<file path="config.mk">
export PLATFORM = sky130hd
export DESIGN_NAME = id_exe_stage
export DESIGN_NICKNAME = d
export VERILOG_FILES = /design/src/rtl/id_exe_stage.sv
export SDC_FILE = /design/constraint.sdc
export NUM_CORES = 1
export LEC_CHECK = 0
export CORE_ASPECT_RATIO = 1.75
export CORE_MARGIN = 2
export CORE_UTILIZATION = 42
export DETAILED_ROUTE_END_ITERATION = 16
export GPL_ROUTABILITY_DRIVEN = 0
export MAX_ROUTING_LAYER = met4
export PLACE_DENSITY = 0.85
export SLEW_MARGIN = 20
export SYNTH_ARGS = -nofsm -noshare
export SYNTH_HDL_FRONTEND = slang
export SYNTH_SLANG_ARGS = --single-unit
</file>
<file path="constraint.sdc">
create_clock -name clk -period 4.1 [get_ports clk]
set_input_delay 0.41 -clock clk [delete_from_list [all_inputs] [get_ports clk]]
set_output_delay 0.41 -clock clk [all_outputs]
set_load 0.02 [all_outputs]
</file>
<file path="src/rtl/id_exe_stage.sv">
`timescale 1ns / 1ps
// -----------------------------------------------------------------------------
// id_exe_stage
//
// ID->EXE pipeline register with integrated read-after-write hazard
// detection. Decoded instruction fields are registered into the execute
// stage. When a dependency cannot be resolved by forwarding, fetch/decode
// are stalled and a bubble is loaded into EXE.
//
// Build option:
//   FORWARD_EN  defined   : only load-use dependencies stall; ALU results are
//                           forwarded by the EXE forwarding unit.
//               undefined : any pending write to a source register in EXE or
//                           MEM stalls (mem_dest / mem_wb_en are used).
//
// Ports:
//   clk, rst          clock, synchronous active-high reset
//   freeze            global memory-wait hold (all EXE state holds)
//   flush             taken branch resolved in EXE (loads a bubble)
//   id_*              decoded instruction fields from the ID stage
//   mem_dest/_wb_en   destination of the instruction currently in MEM
//   hazard_stall      combinational: hold PC and IF/ID this cycle
//   e_*, src*_d_e     registered EXE-stage fields
//   stall_cnt         hazard bubbles inserted, saturating at 0xFFFF
// -----------------------------------------------------------------------------
module id_exe_stage #(
   parameter int DATA_W = 32,
   parameter int REG_W  = 5
) (
   input  logic              clk,
   input  logic              rst,
   input  logic              freeze,
   input  logic              flush,
   input  logic              id_valid,
   input  logic [REG_W-1:0]  id_src1,
   input  logic [REG_W-1:0]  id_src2,
   input  logic              id_two_src,
   input  logic [REG_W-1:0]  id_dest,
   input  logic              id_wb_en,
   input  logic              id_mem_r_en,
   input  logic              id_mem_w_en,
   input  logic [3:0]        id_exe_cmd,
   input  logic [DATA_W-1:0] id_val1,
   input  logic [DATA_W-1:0] id_val2,
   input  logic [DATA_W-1:0] id_pc,
   input  logic [REG_W-1:0]  mem_dest,
   input  logic              mem_wb_en,
   output logic              hazard_stall,
   output logic              e_valid,
   output logic [REG_W-1:0]  src1_d_e,
   output logic [REG_W-1:0]  src2_d_e,
   output logic [REG_W-1:0]  e_dest,
   output logic              e_wb_en,
   output logic              e_mem_r_en,
   output logic              e_mem_w_en,
   output logic [3:0]        e_exe_cmd,
   output logic [DATA_W-1:0] e_val1,
   output logic [DATA_W-1:0] e_val2,
   output logic [DATA_W-1:0] e_pc,
   output logic [15:0]       stall_cnt
);

   typedef struct packed {
      logic              valid;
      logic [REG_W-1:0]  src1;
      logic [REG_W-1:0]  src2;
      logic [REG_W-1:0]  dest;
      logic              wb_en;
      logic              mem_r_en;
      logic              mem_w_en;
      logic [3:0]        exe_cmd;
      logic [DATA_W-1:0] val1;
      logic [DATA_W-1:0] val2;
      logic [DATA_W-1:0] pc;
   } exe_fields_t;

   exe_fields_t r_exe;
   exe_fields_t w_id;
   logic [15:0] r_stall_cnt;

   assign w_id = '{
      valid:    id_valid,
      src1:     id_src1,
      src2:     id_src2,
      dest:     id_dest,
      wb_en:    id_wb_en,
      mem_r_en: id_mem_r_en,
      mem_w_en: id_mem_w_en,
      exe_cmd:  id_exe_cmd,
      val1:     id_val1,
      val2:     id_val2,
      pc:       id_pc
   };

   // Source matches against the EXE-stage destination. src2 only counts
   // when the instruction actually reads it.
   logic w_m1_e;
   logic w_m2_e;
   logic w_hazard;

   assign w_m1_e = id_valid & (id_src1 == r_exe.dest);
   assign w_m2_e = id_valid & id_two_src & (id_src2 == r_exe.dest);

`ifdef FORWARD_EN
   // Only a load in EXE cannot be forwarded in time: its data appears in MEM.
   assign w_hazard = r_exe.valid & r_exe.wb_en & r_exe.mem_r_en & (w_m1_e | w_m2_e);

   // MEM producer is irrelevant when forwarding covers it.
   logic w_unused_mem;
   assign w_unused_mem = ^{mem_dest, mem_wb_en};
`else
   logic w_m1_m;
   logic w_m2_m;

   assign w_m1_m   = id_valid & (id_src1 == mem_dest);
   assign w_m2_m   = id_valid & id_two_src & (id_src2 == mem_dest);
   assign w_hazard = (r_exe.valid & r_exe.wb_en & (w_m1_e | w_m2_e))
                   | (mem_wb_en & (w_m1_m | w_m2_m));
`endif

   // A flush discards the dependent instruction anyway, and a freeze holds
   // everything, so neither should hold the front end for a hazard.
   assign hazard_stall = w_hazard & ~flush & ~freeze;

   // Priority: reset > freeze (hold) > flush (bubble) > hazard (counted
   // bubble) > normal load.
   // NOTE: sequential state uses non-blocking assignments so every register
   // samples pre-edge values regardless of block ordering.
   always_ff @(posedge clk) begin
      if (rst) begin
         r_exe       <= '0;
         r_stall_cnt <= '0;
      end else if (!freeze) begin
         if (flush) begin
            r_exe <= '0;
         end else if (w_hazard) begin
            r_exe <= '0;
            if (r_stall_cnt != 16'hFFFF) begin
               r_stall_cnt <= r_stall_cnt + 16'd1;
            end
         end else begin
            r_exe <= w_id;
         end
      end
   end

   assign e_valid    = r_exe.valid;
   assign src1_d_e   = r_exe.src1;
   assign src2_d_e   = r_exe.src2;
   assign e_dest     = r_exe.dest;
   assign e_wb_en    = r_exe.wb_en;
   assign e_mem_r_en = r_exe.mem_r_en;
   assign e_mem_w_en = r_exe.mem_w_en;
   assign e_exe_cmd  = r_exe.exe_cmd;
   assign e_val1     = r_exe.val1;
   assign e_val2     = r_exe.val2;
   assign e_pc       = r_exe.pc;
   assign stall_cnt  = r_stall_cnt;

endmodule
</file>
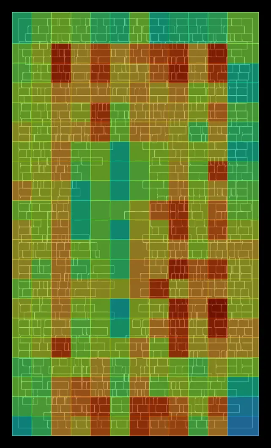
*Congestion heat map*
GR Util met2: 44.9%
met1 Track Usage GR: 28.6%
gr usage total: 26.1%

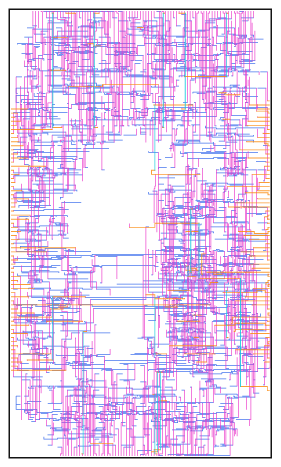
*Metal layers overlaid*
(3 px per µm)
Key: blue = M1 [wire length 6,430 µm]; cyan = M4 [wire length 436 µm]; orange = M3 [wire length 984 µm]; magenta = M2 [wire length 9,160 µm]

==> impl_metrics.py <==
# Flow results
metrics = {
    "die": {
        "tapCellCount": 137,
        "fp_util_pct": 42.5,
        "die_h_um": 149,
        "core-area_mm2": 0.0119,
        "rows": 53,
        "chip_area_mm2": 0.0129,
        "die-width_um": 86.8,
        "num_io_pins": 266,
    },
    "drt": {
        "route.met3.wl_um": 983,
        "met2_length_mm": 9.16,
        "wirelength_mm": 17.0,
        "top_layer_used": "met4",
        "drtIter0Drc": 331,
        "num_vias": 5197,
        "dr.pass1.iters": 5,
        "wire_per_inst_um": 18.2,
        "routedLengthMet1_mm": 6.43,
        "drc": 0,
        "final_antenna_net_count": 0,
        "vias_per_cell": 5.57,
    },
    "pwr": {
        "vdd_drop_max_v": 0.000330,
        "powerClk_mw": 1.46,
        "powerComb_mw": 0.439,
        "swShare_pct": 25.0,
        "power_frac_seq_pct": 42.2,
        "power.switching_mw": 0.821,
        "powerSeq_mw": 1.39,
        "pwr-share-comb_pct": 13.4,
        "internal_power_mw": 2.46,
        "power_density_mw_per_mm2": 397,
        "power_leader": "the clock network",
        "leakage_nw": 3.01,
        "p_clk_share_pct": 44.4,
    },
    "layout": {
        "drive_gt1_share_pct": 5.65,
        "ff_count": 135,
        "inv_count": 3,
        "seq_share_pct": 32.6,
        "lay_top_cells": "263 x clkdlybuf4s50_1, 135 x dfxtp_1, 130 x nor2_1",
        "antenna_cells": 0,
        "multi_input_comb_cells": 358,
        "fin_nets": 914,
        "area_growth_pct": 64.1,
        "bufAreaShareNonClock_pct": 32.4,
        "fin_area_mm2": 0.00828,
        "clk_share_pct": 6.94,
        "comb_area_mm2": 0.00214,
        "clockBufferCount": 19,
        "comb-cell-share_pct": 25.8,
        "lay_top_count": "clkdlybuf4s50_1",
        "largest_class": "flip-flops and latches",
        "nonClockBufferCount": 268,
        "fill_cells": 886,
        "final_util_pct": 69.7,
        "ff_latch_area_mm2": 0.00270,
    },
    "worst_setup_path": {
        "worstReg2RegStart": "stall_cnt[0]",
        "path_cells": "clkdlybuf4s50_1 > xor2_1 > nor4_1 > nand3_1 > a31oi_2 > clkdlybuf4s50_1",
        "crit_top_cell": "clkdlybuf4s50_1",
        "path_buffers": 2,
        "crit_slowest_cell": "clkdlybuf4s50_1",
        "critPathLaunch": "id_src2[1]",
        "r2r_end": "stall_cnt[3]",
        "worstSetupPathType": "in2out",
        "path_delay_family": "buffers and inverters",
        "worstPathMaxFanout": 9,
        "critical_path_depth": 6,
        "cp.arrival_ps": 2910,
        "reg2regPathDepth": 7,
        "regToRegSetupSlack_ps": 1520,
        "crit_path_end_kind": "output port",
        "crit_required_ps": 3690,
        "cp-start-kind": "input pin",
        "slowest_delay_ps": 700,
        "worstSetupEndpoint": "hazard_stall",
    },
    "global_route": {
        "grt-busiest-layer": "met2",
        "grt_max_degree": 101,
        "antenna_found_initial": 0,
        "grt_pass1_wl_mm": 25.9,
        "grtUsageMet3_pct": 6.09,
        "grt_pass1_vias": 5266,
        "gr-total-overflow": 0,
    },
    "worst_hold_path": {
        "hold_start": "e_val2[22]",
        "min_path_type": "reg2reg",
        "hold-path-endpoint": "e_val2[22]",
        "holdPathStages": 2,
    },
    "job": {
        "cap_violations": 0,
        "warnings": 28,
    },
    "place": {
        "io_buffers": 265,
        "placed_area_mm2": 0.00770,
        "dp_hpwl_mm": 12.2,
        "place_ws_ps": 858,
    },
    "synthesis": {
        "ys_chip_area_mm2": 0.00504,
        "syn_nets": 671,
        "syn_inst": 540,
        "ys_seq_share_pct": 53.6,
        "top_cells_by_area": "dfxtp_1 54%, a22oi_1 18%, nor2_1 9.7%",
        "ys_ff": 135,
        "yosys.area.top_type_share_pct": 53.6,
        "yosysTopAreaCell": "dfxtp_1",
        "synth_area_per_cell_um2": 9.34,
        "syn_area_mm2": 0.00504,
        "synth_cell_type_count": 36,
        "synth_stat.cells": 540,
        "yosys_warnings": 0,
    },
    "clock_tree": {
        "ctsResizeCount": 0,
        "clock_path_buffers": 2,
        "clock-sinks": 135,
        "cts_hold_buf": 0,
        "post_cts_buffers": 0,
        "cts_tree": "done",
        "cts_inserted_buffers": 17,
        "worstSkewPairLatency_ps": 410,
        "htreeDepth": 4,
        "clkTransAtPathRegs_ps": 60,
        "cts_root_buffer": "clkbuf_16",
    },
    "final_timing": {
        "setup_viol": 0,
        "setup-tns-final_ps": 0,
        "fin_ws_ps": 780,
        "maxSlewHeadroom_pct": 33.0,
        "fin_hold_ws_ps": 509,
        "grt_setup_unrepaired": "no",
        "fin_skew_ps": 14.4,
        "finalHoldViolCount": 0,
        "fin_crit_sh_pct": 81.0,
        "max_freq_mhz": 301,
        "worst-slew-pin-transition_ps": 1000,
        "layout_min_cycle_time_ps": 3320,
        "maxSlewViolCount": 0,
    },
    "outcome": {
        "outcome": "complete, no violations",
    },
}
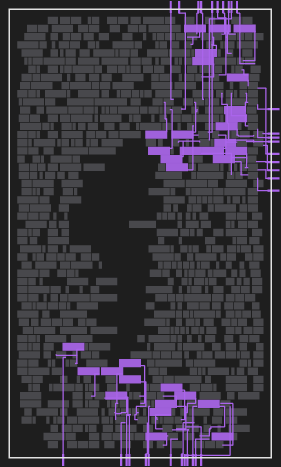
*I/O nets highlighted*
(3 px per µm)
Key: purple = e_val1 [bits 32, direction output, end cells 32, buffers 32, wire 996 µm]

[synthesized netlist by cell type, drive strengths merged]
master  instances
a21oi          12
a22oi         118
a311oi          2
a31oi           1
a41oi           1
and3            6
and4            1
and4b           1
buf            15
clkbuf         29
dfxtp         135
ha              1
inv             3
mux2            4
nand2           5
nand3          15
nand4           8
nand4b          1
nor2          130
nor2b           4
nor3            4
nor4            4
o21ai           3
o22a            1
o31ai           6
o41ai           1
or2             2
or3             1
or4             5
or4b            1
xnor2          13
xor2            7
[metrics by stage]
| step | power (mW) | std cells |
|---|---|---|
| floorplan | 1.60 | 540 |
| global placement | 1.84 | 901 |
| detailed placement | 1.85 | 901 |
| CTS | 3.30 | 933 |
| global route | 3.41 | 933 |
| finish | 3.29 | 933 |
[registers in the layout, indices dropped and copies added, names as in the netlist]
register / cells
src2_d_e: 5
e_pc: 32
stall_cnt: 16
e_wb_en: 1
e_dest: 5
src1_d_e: 5
e_exe_cmd: 4
e_valid: 1
e_mem_r_en: 1
e_mem_w_en: 1
e_val1: 32
e_val2: 32
[logic make-up (layout without fill, tap and decap cells)]
kind of cell | after synthesis | after routing | synth area share [%]
AND/OR/NAND/NOR | 188 | 188 | 16.6
AND-OR/OR-AND | 145 | 145 | 21.1
XOR/XNOR | 20 | 20 | 3.47
flip-flops | 135 | 135 | 53.6
multiplexers | 4 | 4 | 0.893
adder cells (fa/ha/maj) | 1 | 1 | 0.248
buffers and inverters | 47 | 303 | 4.09
[worst min-delay path: cells and delay by family, from the launching register on]
| kind | cells | cell delay, ps |
|---|---|---|
| AND-OR/OR-AND | 1 | 80 |
| flip-flops | 1 | 320 |
| AND/OR/NAND/NOR | 1 | 70 |
Power figures rest on the tool's default switching activity, not on a simulated workload.
